## config.mk

```make
export PLATFORM = sky130hd
export DESIGN_NAME = uart_byte_receiver
export DESIGN_NICKNAME = d
export VERILOG_FILES = /design/src/rtl/uart_byte_receiver.sv
export SDC_FILE = /design/constraint.sdc
export NUM_CORES = 1
export LEC_CHECK = 0
export CAP_MARGIN = 10
export CORE_MARGIN = 2
export CORE_UTILIZATION = 55
export DETAILED_ROUTE_END_ITERATION = 8
export PLACE_DENSITY = 0.73
export SYNTH_ARGS = -nofsm -noshare
export SYNTH_HDL_FRONTEND = slang
export SYNTH_SLANG_ARGS = --single-unit
```

## constraint.sdc

```tcl
create_clock -name clk -period 5 [get_ports clk]
set_clock_uncertainty 0.05 [all_clocks]
set_input_delay 1.5 -clock clk [delete_from_list [all_inputs] [get_ports clk]]
set_output_delay 1.5 -clock clk [all_outputs]
set_load 0.01 [all_outputs]
```

## src/rtl/uart_byte_receiver.sv

```systemverilog
// UART 8N1 byte receiver with a small first-word-fall-through receive FIFO.
// Sticky frame/overrun error flags; an error set in the same cycle as clr_err still latches.
module uart_byte_receiver #(
  parameter int CLKS_PER_BIT = 868,
  parameter int FIFO_DEPTH   = 4
) (
  input  logic       clk,
  input  logic       rst,
  input  logic       rx,
  input  logic       rd,
  input  logic       clr_err,
  output logic [7:0] dout,
  output logic       ready,
  output logic       full,
  output logic       frame_err,
  output logic       overrun
);

  localparam int TW = $clog2(CLKS_PER_BIT);
  localparam int AW = (FIFO_DEPTH > 1) ? $clog2(FIFO_DEPTH) : 1;
  localparam int CW = $clog2(FIFO_DEPTH + 1);
  localparam logic [TW-1:0] BIT_END  = TW'(CLKS_PER_BIT - 1);
  localparam logic [TW-1:0] HALF_END = TW'(CLKS_PER_BIT / 2 - 1);
  localparam logic [AW-1:0] PTR_LAST = AW'(FIFO_DEPTH - 1);
  localparam logic [CW-1:0] CNT_FULL = CW'(FIFO_DEPTH);

  typedef enum logic [1:0] {IDLE, START, DATA, STOP} state_t;

  state_t         state_q, state_d;
  logic           rx_meta_q, rx_meta_d;
  logic           rxs_q, rxs_d;
  logic           rxs_prev_q, rxs_prev_d;
  logic [TW-1:0]  timer_q, timer_d;
  logic [2:0]     bit_cnt_q, bit_cnt_d;
  logic [7:0]     shift_q, shift_d;
  logic [7:0]     mem_q [FIFO_DEPTH];
  logic [7:0]     mem_d [FIFO_DEPTH];
  logic [AW-1:0]  wr_ptr_q, wr_ptr_d;
  logic [AW-1:0]  rd_ptr_q, rd_ptr_d;
  logic [CW-1:0]  count_q, count_d;
  logic           frame_err_q, frame_err_d;
  logic           overrun_q, overrun_d;

  logic fall, half_done, bit_done;
  logic byte_push, frame_evt, push_ok, pop_ok, drop;

  assign fall      = rxs_prev_q & ~rxs_q;
  assign half_done = (timer_q == HALF_END);
  assign bit_done  = (timer_q == BIT_END);

  always_ff @(posedge clk or posedge rst) begin
    if (rst) begin
      state_q     <= IDLE;
      rx_meta_q   <= 1'b1;
      rxs_q       <= 1'b1;
      rxs_prev_q  <= 1'b1;
      timer_q     <= '0;
      bit_cnt_q   <= '0;
      shift_q     <= '0;
      mem_q       <= '{default: '0};
      wr_ptr_q    <= '0;
      rd_ptr_q    <= '0;
      count_q     <= '0;
      frame_err_q <= 1'b0;
      overrun_q   <= 1'b0;
    end else begin
      state_q     <= state_d;
      rx_meta_q   <= rx_meta_d;
      rxs_q       <= rxs_d;
      rxs_prev_q  <= rxs_prev_d;
      timer_q     <= timer_d;
      bit_cnt_q   <= bit_cnt_d;
      shift_q     <= shift_d;
      mem_q       <= mem_d;
      wr_ptr_q    <= wr_ptr_d;
      rd_ptr_q    <= rd_ptr_d;
      count_q     <= count_d;
      frame_err_q <= frame_err_d;
      overrun_q   <= overrun_d;
    end
  end

  always_comb begin
    state_d = state_q;
    case (state_q)
      IDLE:    if (fall) state_d = START;
      START:   if (half_done) state_d = rxs_q ? IDLE : DATA;
      DATA:    if (bit_done && bit_cnt_q == 3'd7) state_d = STOP;
      STOP:    if (bit_done) state_d = IDLE;
      default: state_d = IDLE;
    endcase
  end

  // Bit timer restarts at every sample point, so it never exceeds CLKS_PER_BIT-1.
  always_comb begin
    rx_meta_d  = rx;
    rxs_d      = rx_meta_q;
    rxs_prev_d = rxs_q;
    timer_d    = timer_q + TW'(1);
    bit_cnt_d  = bit_cnt_q;
    shift_d    = shift_q;
    byte_push  = 1'b0;
    frame_evt  = 1'b0;
    case (state_q)
      IDLE: timer_d = '0;
      START: if (half_done) timer_d = '0;
      DATA: begin
        if (bit_done) begin
          timer_d   = '0;
          shift_d   = {rxs_q, shift_q[7:1]};
          bit_cnt_d = bit_cnt_q + 3'd1;
        end
      end
      STOP: begin
        if (bit_done) begin
          timer_d   = '0;
          byte_push = rxs_q;
          frame_evt = ~rxs_q;
        end
      end
      default: timer_d = '0;
    endcase
  end

  // A push into a full FIFO is only accepted when the head is popped in the same cycle.
  always_comb begin
    pop_ok   = rd & (count_q != '0);
    push_ok  = byte_push & (~full | rd);
    drop     = byte_push & full & ~rd;
    mem_d    = mem_q;
    wr_ptr_d = wr_ptr_q;
    rd_ptr_d = rd_ptr_q;
    count_d  = count_q;
    if (push_ok) begin
      mem_d[wr_ptr_q] = shift_q;
      wr_ptr_d = (wr_ptr_q == PTR_LAST) ? '0 : wr_ptr_q + AW'(1);
    end
    if (pop_ok) begin
      rd_ptr_d = (rd_ptr_q == PTR_LAST) ? '0 : rd_ptr_q + AW'(1);
    end
    if (push_ok && !pop_ok) begin
      count_d = count_q + CW'(1);
    end else if (pop_ok && !push_ok) begin
      count_d = count_q - CW'(1);
    end
    frame_err_d = frame_evt | (frame_err_q & ~clr_err);
    overrun_d   = drop | (overrun_q & ~clr_err);
  end

  always_comb begin
    ready     = (count_q != '0);
    full      = (count_q == CNT_FULL);
    dout      = ready ? mem_q[rd_ptr_q] : 8'h00;
    frame_err = frame_err_q;
    overrun   = overrun_q;
  end

endmodule

```

==> summary.rpt, run 1 <==
RUN METRICS
----------------------------------------------------
[Status]
  Outcome ........................ finished, final reports clean

[Finish]
  Number of logic inverters in the finished layout ........................ 9
  Clock-cell share of area ........................ 0.0635
  Number of logic gates ........................ 141
  Buffers excl. clock ........................ 18
  # fillers ........................ 405
  Count of clock buffers in the final design ........................ 12
  Fin cells ........................ 323
  Cell class with the largest area share ........................ registers
  Largest registers in the final layout ........................ mem_q (32), timer_q (10), shift_q (8)
  Final non-clock buffer share ........................ 0.0488
  Net count of the finished layout ........................ 262
  Most common cell after layout, fill and taps aside ........................ dfrtp_1
  Area taken by multi-input logic gates ........................ 0.00138 mm2
  Share of the final layout cell area in multi-input gates ........................ 0.385
  Most used cells in the layout excluding fill and tap cells ........................ dfrtp_1 (64), mux2_2 (42), clkdlybuf4s50_1 (16)
  Largest register by flop count ........................ mem_q
  Fraction of standard cell area that is sequential ........................ 0.469
  Layout cell share with drive strength beyond 1 ........................ 0.311
  Flip-flop count of the largest register after layout ........................ 32
  Synthesis-to-finish area growth ........................ 14.1%

[Worst setup path]
  Kind of start point of the critical path ........................ register
  Number of stages on the worst setup path ........................ 3
  Worst r2r path cells ........................ 10
  Worst setup EP type ........................ primary output
  Required time worst endpoint ........................ 3.45 ns
  Worst R2R Start ........................ rxs_prev_d
  Number of buffers and inverters on the critical path ........................ 1
  Delay of the slowest critical-path stage ........................ 0.75 ns
  Critical setup path kind ........................ register to primary output
  Reg-to-reg critical path endpoint ........................ count_q[2]
  Crit path cell chain ........................ mux4_2, and2_1, clkdlybuf4s50_1
  Kind of cell with the highest combined delay on the critical path ........................ flip-flops
  Launching instance or port of the critical path ........................ rd_ptr_q[0]
  Crit-path slowest cell ........................ dfrtp_1

[STA]
  Normalized max-slew margin ........................ 0.470
  Hold Vio Cnt, Final ........................ 0
  Final worst-path cycle share ........................ 0.776
  Number of pins exceeding their max-slew limit in the final report ........................ 0
  Worst Tran Pin Value ........................ 0.794 ns
  Highest clock rate ........................ 258 MHz
  Shortest clock period the worst path allows after layout ........................ 3.88 ns
  RSZ-0062 raised after global routing ........................ false
  Summed negative setup slack over all endpoints ........................ 0 ns

[Power]
  P_leak ........................ 1.73 nW
  Part of the total power dissipated in sequential elements ........................ 0.508
  Overall power of the completed layout ........................ 1.17 mW
  Total combinational power ........................ 0.0671 mW
  Power Density ........................ 325 mW/mm2
  VDD IR-drop max ........................ 0.278 mV
  Power Internal ........................ 0.901 mW
  Clock group share of total power ........................ 0.434
  Group drawing the most power ........................ sequential cells
  Power drawn by the clock network ........................ 0.506 mW
  Part of the total power dissipated in combinational logic ........................ 0.058
  NetSw ........................ 0.265 mW
  Switching part of the total ........................ 0.227
  Reported sequential group power ........................ 0.593 mW

[Detailed routing]
  Mean routed wirelength per cell ........................ 16.0 um
  Number of violations reported at the end of detailed-routing iteration 0 ........................ 82
  Top Metal Used ........................ met4
  Number of optimization iterations in the first detailed-route pass ........................ 4
  Avg Vias per Cell ........................ 5.50
  Met2 layer wire length in the routed design ........................ 2310 um
  Met3 WL ........................ 152 um
  Detailed-route DRC error count ........................ 0
  Total wire length ........................ 5170 um
  Total vias in the final route ........................ 1,778
  Tally of nets with antenna violations remaining after routing ........................ 0

[Yosys]
  Dominant non-sequential cell family after synthesis ........................ multiplexers
  Cell total in the yosys stat output ........................ 225
  Number of nets at floorplan ........................ 241
  Portion of the post-synthesis area used by sequential elements ........................ 0.535
  Simple Share, Synth ........................ 0.114
  Number of flops mapped to enable cells by yosys ........................ 0
  Flip-flop and latch count after synthesis ........................ 67
  Area share of fa/ha/maj cells after synthesis ........................ 0.0462
  Chip Area, Yosys ........................ 0.00314 mm2
  Synthesis warning total ........................ 0
  Number of distinct library cells after synthesis ........................ 40
  Post-Synthesis Cell Area ........................ 0.00314 mm2
  Number of standard cells after synthesis ........................ 225
  XOR Share, Synth ........................ 0.0307
  Area fraction in compound gates ........................ 0.0255
  Synth async-reset ratio ........................ 1.00

[Global routing]
  Overall routing resource usage ........................ 0.190
  Largest net degree at the start of global routing ........................ 35
  Overall overflow remaining after global route ........................ 0
  Vias in the first global route ........................ 1,781
  Met1 layer usage reported by global route ........................ 0.273
  Met2 track demand over resource ........................ 0.271
  GRT met3 Usage ........................ 0.0373
  Number of antenna violations at the first check in global routing ........................ 0
  Most Used Layer, Global Route ........................ met1
  Global-route wire length before repair ........................ 8910 um

[Hold path]
  Hold/Removal Path Class ........................ register to register
  Hold EP ........................ rxs_prev_d
  Hold path startpoint ........................ rx_meta_q
  Depth of the worst hold-timing path ........................ 0

[Clock network]
  # Post-CTS Setup Buffers ........................ 0
  Number of sinks on the clock net ........................ 67
  Worst-skew pair later-pin latency ........................ 0.34 ns
  Root Buffer Master ........................ clkbuf_8
  Post-CTS Hold Fix Bufs ........................ 0
  Clock edge transition at the registers on the reported setup and hold paths ........................ 0.07 ns
  Clock tree from TritonCTS ........................ done
  Clock buffers created by TritonCTS ........................ 9
  Clock tree buffer depth ........................ 2
  CTS H-tree depth ........................ 3
  Number of resized instances in the post-cts repair step ........................ 0

[Placed design]
  Placed cell area ........................ 0.00336 mm2
  Pre-CTS setup slack ........................ 0.758 ns

[Die]
  Chip Height ........................ 79.6 um
  Die footprint ........................ 0.00634 mm2
  Tap Cells ........................ 72
  # rows ........................ 27
  Effective utilization at floorplan ........................ 0.571
  Core region area ........................ 0.00551 mm2
  Chip Width ........................ 79.6 um

[Run]
  Number of maximum-capacitance violations ........................ 0
  Tool warning count ........................ 30

----------------------------------------------------
## run 1: Yosys cell counts, types with 2 or more instances
library cell / instances / area share
and3_1: 2 / 0.0040
nand4_1: 3 / 0.0060
nor3_1: 2 / 0.0032
mux4_2: 8 / 0.057
xor2_1: 8 / 0.022
ha_1: 10 / 0.040
dfstp_2: 3 / 0.025
xnor2_1: 3 / 0.0084
clkbuf_1: 4 / 0.0048
a21oi_1: 2 / 0.0032
nand3_1: 3 / 0.0048
nor2b_1: 2 / 0.0040
inv_1: 9 / 0.011
mux2_2: 42 / 0.15
or3_1: 2 / 0.0040
nand2_1: 6 / 0.0072
buf_6: 2 / 0.0072
and2_1: 8 / 0.016
dfrtp_1: 64 / 0.51
nor3b_1: 2 / 0.0048
nand3_4: 4 / 0.022
nor2_1: 15 / 0.018
mux2_1: 4 / 0.014
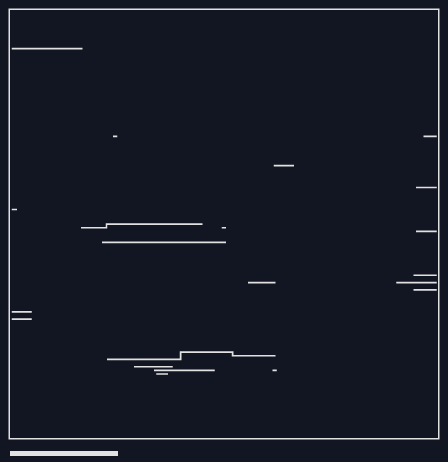
Fig. 1. The metal 3 layer (run 1).
Bar = 20 um.
wire length on this layer	152 um
main direction	horizontal

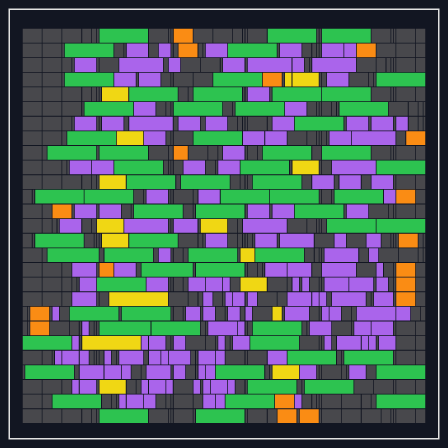
Fig. 2. Cells colored by class (run 1).
Fill, decap, tap and diode cells in gray.
class	color	cells	share of their area
remaining buffers and delay cells	orange	18	5.0%
registers	green	67	48%
remaining logic cells	purple	150	40%
clock drivers and dummy loads	yellow	16	6.5%

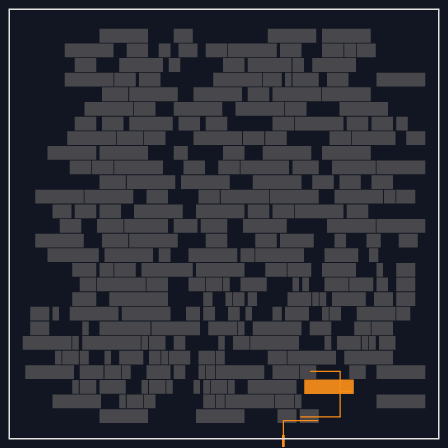
Fig. 3. Port wiring (run 1).
port	color	direction	edge	end cells	buffers	wire
overrun	orange	output	south	1	1	33.0 um
I/O pin cnt: 17
number of port buffers: 16

Fig. 4: run 1, M2 wires
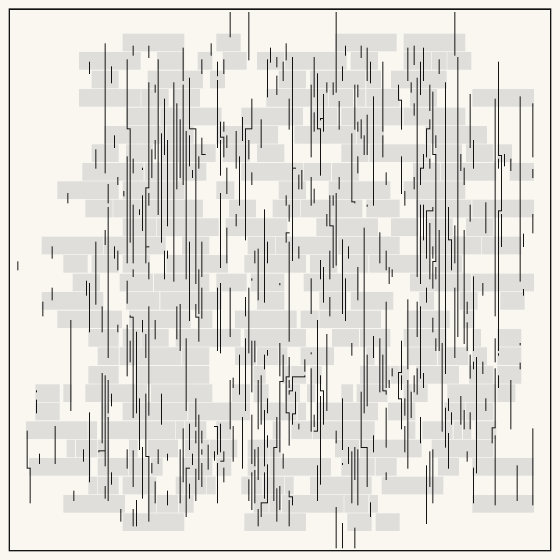

## Run 2: what changed since run 1
- clock period: 5 -> 3.6 ns (I/O delays scaled with it)
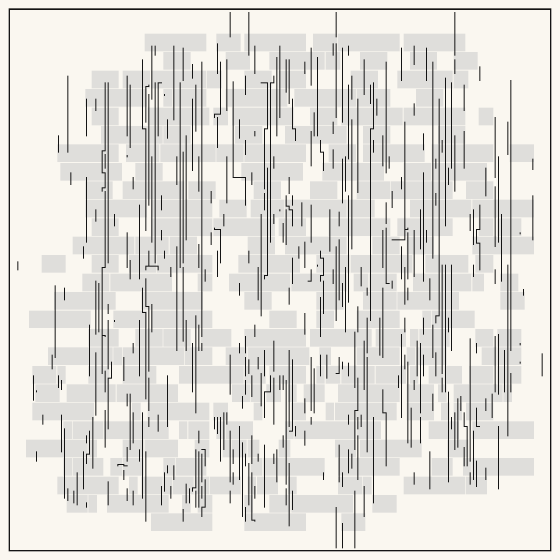
Fig. 5. M2 wires (run 2).
longest straight run	40.5 um
nets with wire on the layer	236
wire length on this layer	2,300 um
main direction	vertical
share of all routed wire	45%
total vias in the final route: 1,801
total wire length: 5090 um
met2 track demand over resource: 0.271

==> run 2 against run 1 <==
Count of clock-buffer cells in the layout grew 2. Register-to-register slack worse by 1.2 ns. Area after synthesis is the same. Global-route usage shrank 0.20 points. Core utilization is 0.50 points lower. Die size unchanged. Worst hold slack about the same. Non-clock buffer count up 1.
==> summary.rpt, run 2 <==
RUN METRICS
----------------------------------------------------
[Clock network]
  Clock tree buffer depth ........................ 2
  Clock edge transition at the registers on the reported setup and hold paths ........................ 0.07 ns
  Number of resized instances in the post-cts repair step ........................ 0
  Clock tree from TritonCTS ........................ done
  Root Buffer Master ........................ clkbuf_8
  Worst-skew pair later-pin latency ........................ 0.33 ns
  # Post-CTS Setup Buffers ........................ 0
  Post-CTS Hold Fix Bufs ........................ 0
  CTS H-tree depth ........................ 3
  Number of sinks on the clock net ........................ 67
  Clock buffers created by TritonCTS ........................ 9

[Finish]
  Largest register by flop count ........................ mem_q
  Inserted Diodes ........................ 0
  Most used cells in the layout excluding fill and tap cells ........................ dfrtp_1 (64), mux2_2 (42), clkdlybuf4s50_1 (16)
  Fin cells ........................ 323
  Fin util ........................ 0.646
  Layout cell share with drive strength beyond 1 ........................ 0.307
  Net count of the finished layout ........................ 263
  # fillers ........................ 414
  Most common cell after layout, fill and taps aside ........................ dfrtp_1
  Largest registers in the final layout ........................ mem_q (32), timer_q (10), shift_q (8)
  Synthesis-to-finish area growth ........................ 13.2%
  Flip-flop count of the largest register after layout ........................ 32
  Non-Filler Cell Area, Final ........................ 0.00356 mm2

[STA]
  Final worst-path cycle share ........................ 0.892
  Shortest clock period the worst path allows after layout ........................ 3.21 ns
  Worst Tran Pin Value ........................ 0.578 ns
  Total setup violations reported at the end of the flow ........................ 0
  Normalized max-slew margin ........................ 0.614
  Summed negative setup slack over all endpoints ........................ 0 ns
  Number of pins exceeding their max-slew limit in the final report ........................ 0
  Hold slack final ........................ 0.312 ns
  Highest clock rate ........................ 311 MHz
  RSZ-0062 raised after global routing ........................ false
  Final setup slack of the worst path ........................ 0.388 ns
  Hold Vio Cnt, Final ........................ 0

[Yosys]
  Area share of fa/ha/maj cells after synthesis ........................ 0.0462
  XOR Share, Synth ........................ 0.0307
  Most used flip-flop cell after synthesis ........................ dfrtp_1
  Synthesis warning total ........................ 0
  Area fraction in compound gates ........................ 0.0255
  Simple Share, Synth ........................ 0.114
  Synth Area per Inst ........................ 14.0 um2
  Number of nets at floorplan ........................ 241
  Mux cell area share ........................ 0.222
  Top cell area share ........................ 0.510
  Flip-flop and latch count after synthesis ........................ 67
  Number of flops mapped to enable cells by yosys ........................ 0
  Cell total in the yosys stat output ........................ 225
  Post-Synthesis Cell Area ........................ 0.00314 mm2
  Chip Area, Yosys ........................ 0.00314 mm2
  Commonest cells in the netlist ........................ dfrtp_1 (64), mux2_2 (42), nor2_1 (15)
  Portion of the post-synthesis area used by sequential elements ........................ 0.535
  Synth top area cells ........................ dfrtp_1 (51%), mux2_2 (15%), mux4_2 (5.7%)
  Synth async-reset ratio ........................ 1.00
  Number of distinct library cells after synthesis ........................ 40
  Library cell occupying the most area in the post-synthesis netlist ........................ dfrtp_1
  Dominant non-sequential cell family after synthesis ........................ multiplexers
  Number of standard cells after synthesis ........................ 225
  Count leader, synth ........................ dfrtp_1

[Power]
  Reported sequential group power ........................ 0.822 mW
  Power Density ........................ 416 mW/mm2
  P_leak ........................ 1.72 nW
  NetSw ........................ 0.353 mW
  Clock group share of total power ........................ 0.383
  Power Internal ........................ 1.13 mW
  Part of the total power dissipated in combinational logic ........................ 0.062
  Overall power of the completed layout ........................ 1.48 mW
  Power drawn by the clock network ........................ 0.567 mW
  Switching part of the total ........................ 0.238
  Part of the total power dissipated in sequential elements ........................ 0.555
  VDD IR-drop max ........................ 0.288 mV
  Group drawing the most power ........................ sequential cells
  Total combinational power ........................ 0.0923 mW

[Hold path]
  Hold/Removal Path Class ........................ register to register
  Hold EP ........................ rxs_prev_d
  Hold path startpoint ........................ rx_meta_q
  Depth of the worst hold-timing path ........................ 0

[Detailed routing]
  Mean routed wirelength per cell ........................ 15.8 um
  Number of violations reported at the end of detailed-routing iteration 0 ........................ 60
  Avg Vias per Cell ........................ 5.58
  Number of optimization iterations in the first detailed-route pass ........................ 4
  Tally of nets with antenna violations remaining after routing ........................ 0
  Detailed-route DRC error count ........................ 0

[Worst setup path]
  Reg-to-reg critical path endpoint ........................ count_q[2]
  Worst setup EP type ........................ primary output
  Launching instance or port of the critical path ........................ rd_ptr_q[0]
  Crit path cell chain ........................ buf_4, mux4_2, and2_1, clkdlybuf4s50_1
  Critical setup path kind ........................ register to primary output
  End point of the critical path ........................ dout[7]
  Kind of cell with the highest combined delay on the critical path ........................ buffers and inverters
  Reg2Reg Setup Slack ........................ 1.03 ns
  Number of stages on the worst setup path ........................ 4
  Number of buffers and inverters on the critical path ........................ 2
  Worst r2r path cells ........................ 11
  Kind of start point of the critical path ........................ register
  Data arrival time of the critical path ........................ 2.08 ns
  Delay of the slowest critical-path stage ........................ 0.51 ns
  Worst R2R Start ........................ timer_q[0]
  Crit-path slowest cell ........................ mux4_2
  Required time worst endpoint ........................ 2.47 ns
  Peak fanout along the critical path ........................ 11

[Die]
  Die footprint ........................ 0.00634 mm2
  Effective utilization at floorplan ........................ 0.571
  # rows ........................ 27
  Chip Width ........................ 79.6 um
  I/O pin cnt ........................ 17
  Core region area ........................ 0.00551 mm2
  Chip Height ........................ 79.6 um

[Global routing]
  Global-route wire length before repair ........................ 8830 um
  Number of antenna violations at the first check in global routing ........................ 0
  Overall overflow remaining after global route ........................ 0
  Largest net degree at the start of global routing ........................ 43
  Vias in the first global route ........................ 1,775
  Overall routing resource usage ........................ 0.188

[Placed design]
  Cells after DPL ........................ 308
  Pre-CTS setup slack ........................ 0.170 ns
  Placed cell area ........................ 0.00338 mm2
  Global placement routability congestion ........................ 0.796
  Number of port buffers ........................ 16
  HPWL after detailed placement ........................ 3340 um

[Run]
  Number of maximum-capacitance violations ........................ 0
  Tool warning count ........................ 30

[Status]
  Outcome ........................ finished, final reports clean

----------------------------------------------------
## run 2: cell type report
cell class / count / area, um2 / area share
clock inverters: 1 / 7.51 / 0.00211
inverters: 9 / 33.8 / 0.00949
repair buffers: 19 / 195 / 0.0549
well taps: 72 / 90.1 / 0.0253
multi-input cells: 141 / 1380 / 0.387
flip-flops and latches: 67 / 1680 / 0.472
clock buffers: 14 / 173 / 0.0485
## run 2: per-layer routing
| layer | wire length (um) | vias up | global-route usage |
|---|---|---|---|
| met3 | 119 | 9 | 0.0441 |
| met1 | 2610 | 931 | 0.273 |
| met4 | 58 | 0 | 0.0776 |
| li1 | - | 843 | - |
| met5 | 0 | - | 0 |
| met2 | 2300 | 18 | 0.271 |
Fig. 6: run 2, placement view
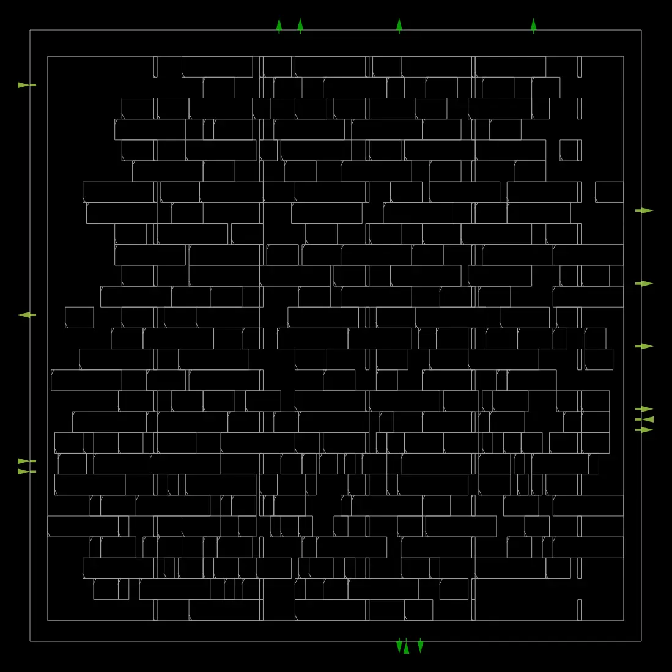

## Run 3: what changed since run 2
- CORE_MARGIN: 2 -> default
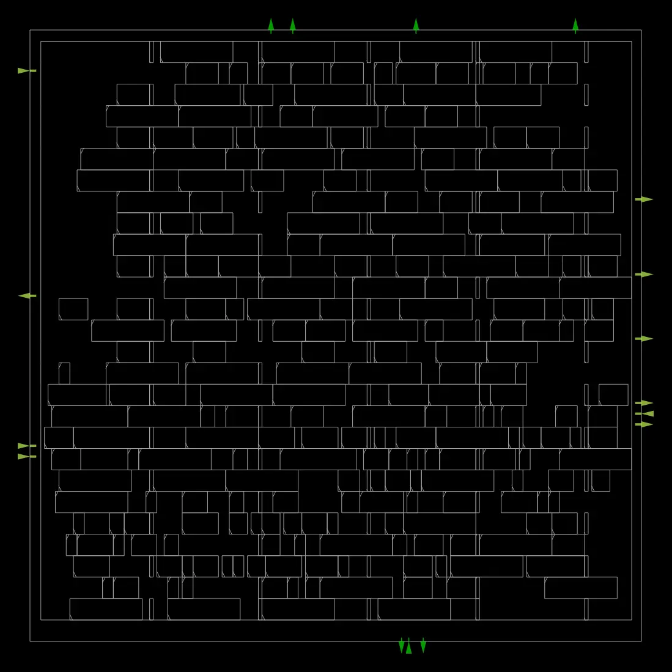
Fig. 7. Placement view (run 3).
core region area: 0.00551 mm2
fin cells: 324

==> run 3 against run 2 <==
Count of clock-buffer cells in the layout shrank 2. Global-route usage grew 0.89 points. Setup slack gained 0.0017 ns. Combinational power grew 0.9%. Maximum frequency is essentially flat. Worst hold slack lost 0.0046 ns. Critical path depth shrank 1. Final area is the same.
==> summary.rpt, run 3 <==
RUN METRICS
----------------------------------------------------
[Status]
  Outcome ........................ finished, final reports clean

[Finish]
  Number of logic inverters in the finished layout ........................ 9
  Layout cell share with drive strength beyond 1 ........................ 0.313
  Count of clock buffers in the final design ........................ 12
  Area occupied by registers ........................ 0.00168 mm2
  Non-Filler Cell Area, Final ........................ 0.00356 mm2
  # fillers ........................ 425
  Share of the final layout cell area in multi-input gates ........................ 0.387
  Synthesis-to-finish area growth ........................ 13.2%
  Fin util ........................ 0.646
  Final non-clock buffer share ........................ 0.0549
  Fraction of standard cell area that is sequential ........................ 0.472
  Inserted Diodes ........................ 0
  Clock-cell share of area ........................ 0.0506
  Cell class with the largest area share ........................ registers
  Buffers excl. clock ........................ 19
  Largest register by flop count ........................ mem_q

[Clock network]
  Worst-skew pair later-pin latency ........................ 0.33 ns
  Clock edge transition at the registers on the reported setup and hold paths ........................ 0.07 ns
  Root Buffer Master ........................ clkbuf_8
  Clock tree from TritonCTS ........................ done
  Number of resized instances in the post-cts repair step ........................ 0

[Yosys]
  Synth Area per Inst ........................ 14.0 um2
  Count leader, synth ........................ dfrtp_1
  Commonest cells in the netlist ........................ dfrtp_1 (64), mux2_2 (42), nor2_1 (15)
  Number of flops mapped to enable cells by yosys ........................ 0
  Mux cell area share ........................ 0.222
  Top cell area share ........................ 0.510
  Number of standard cells after synthesis ........................ 225
  Area share of fa/ha/maj cells after synthesis ........................ 0.0462
  Most used flip-flop cell after synthesis ........................ dfrtp_1
  Cell total in the yosys stat output ........................ 225
  Portion of the post-synthesis area used by sequential elements ........................ 0.535
  Library cell occupying the most area in the post-synthesis netlist ........................ dfrtp_1
  Synthesis warning total ........................ 0
  Synth async-reset ratio ........................ 1.00
  Area fraction in compound gates ........................ 0.0255
  Number of nets at floorplan ........................ 241
  Post-Synthesis Cell Area ........................ 0.00314 mm2

[Global routing]
  Number of antenna violations at the first check in global routing ........................ 0
  GRT met3 Usage ........................ 0.0459
  Vias in the first global route ........................ 1,799
  Met2 track demand over resource ........................ 0.273
  Most Used Layer, Global Route ........................ met1
  Global-route wire length before repair ........................ 8760 um
  Largest net degree at the start of global routing ........................ 68
  Overall routing resource usage ........................ 0.197

[Worst setup path]
  Number of stages on the worst setup path ........................ 3
  Crit-path slowest cell ........................ or3_1
  Data arrival time of the critical path ........................ 2.08 ns
  Peak fanout along the critical path ........................ 10
  Number of buffers and inverters on the critical path ........................ 1
  Worst r2r path cells ........................ 11
  Worst R2R Start ........................ timer_q[0]
  Launching instance or port of the critical path ........................ count_q[0]
  Delay of the slowest critical-path stage ........................ 0.58 ns
  Reg-to-reg critical path endpoint ........................ count_q[2]
  Kind of start point of the critical path ........................ register

[Power]
  Switching part of the total ........................ 0.246
  Group drawing the most power ........................ sequential cells
  Part of the total power dissipated in combinational logic ........................ 0.063
  Part of the total power dissipated in sequential elements ........................ 0.559
  Total combinational power ........................ 0.0931 mW
  P_leak ........................ 1.72 nW
  NetSw ........................ 0.361 mW
  Power Density ........................ 413 mW/mm2
  Power Internal ........................ 1.11 mW

[Detailed routing]
  Met2 layer wire length in the routed design ........................ 2120 um
  Met3 WL ........................ 145 um
  Number of optimization iterations in the first detailed-route pass ........................ 4
  Mean routed wirelength per cell ........................ 15.3 um
  Detailed-route DRC error count ........................ 0
  Number of violations reported at the end of detailed-routing iteration 0 ........................ 121
  Routed metal-1 wirelength ........................ 2600 um

[STA]
  Normalized max-slew margin ........................ 0.608
  Number of pins exceeding their max-slew limit in the final report ........................ 0
  Highest clock rate ........................ 311 MHz
  Final setup slack of the worst path ........................ 0.389 ns
  RSZ-0062 raised after global routing ........................ false
  Final worst-path cycle share ........................ 0.892

[Hold path]
  Hold/Removal Path Class ........................ register to register

[Run]
  Number of maximum-capacitance violations ........................ 0
  Tool warning count ........................ 30

[Placed design]
  Placed cell area ........................ 0.00338 mm2
  Global placement routability congestion ........................ 0.726
  HPWL after detailed placement ........................ 3180 um
  Number of port buffers ........................ 16

[Die]
  Chip Width ........................ 77.6 um
  Chip Height ........................ 77.6 um
  # rows ........................ 27
  Die footprint ........................ 0.00602 mm2
  Effective utilization at floorplan ........................ 0.571

----------------------------------------------------
==> run 3: metrics by stage <==
step | power (mW) | hold WS, ns
5_1_grt | 1.54 | 0.316
6_report | 1.47 | 0.307
4_1_cts | 1.49 | 0.311
2_1_floorplan | 0.899 | 0.295
3_3_place_gp | 0.929 | 0.296
3_5_place_dp | 0.932 | 0.300
==> run 3: worst min-delay path by stage <==
stage	cells past startpoint	startpoint	slack, ns	end
finish	0	rx_meta_q	0.31	rxs_prev_d
global route	0	rx_meta_q	0.32	rxs_prev_d
CTS	0	rx_meta_q	0.31	rxs_prev_d
detailed placement	0	rx_meta_q	0.30	rxs_prev_d
global placement	0	rx_meta_q	0.30	rxs_prev_d
floorplan	0	rx_meta_q	0.30	rxs_prev_d
Power is estimated from default activity; no workload was simulated.
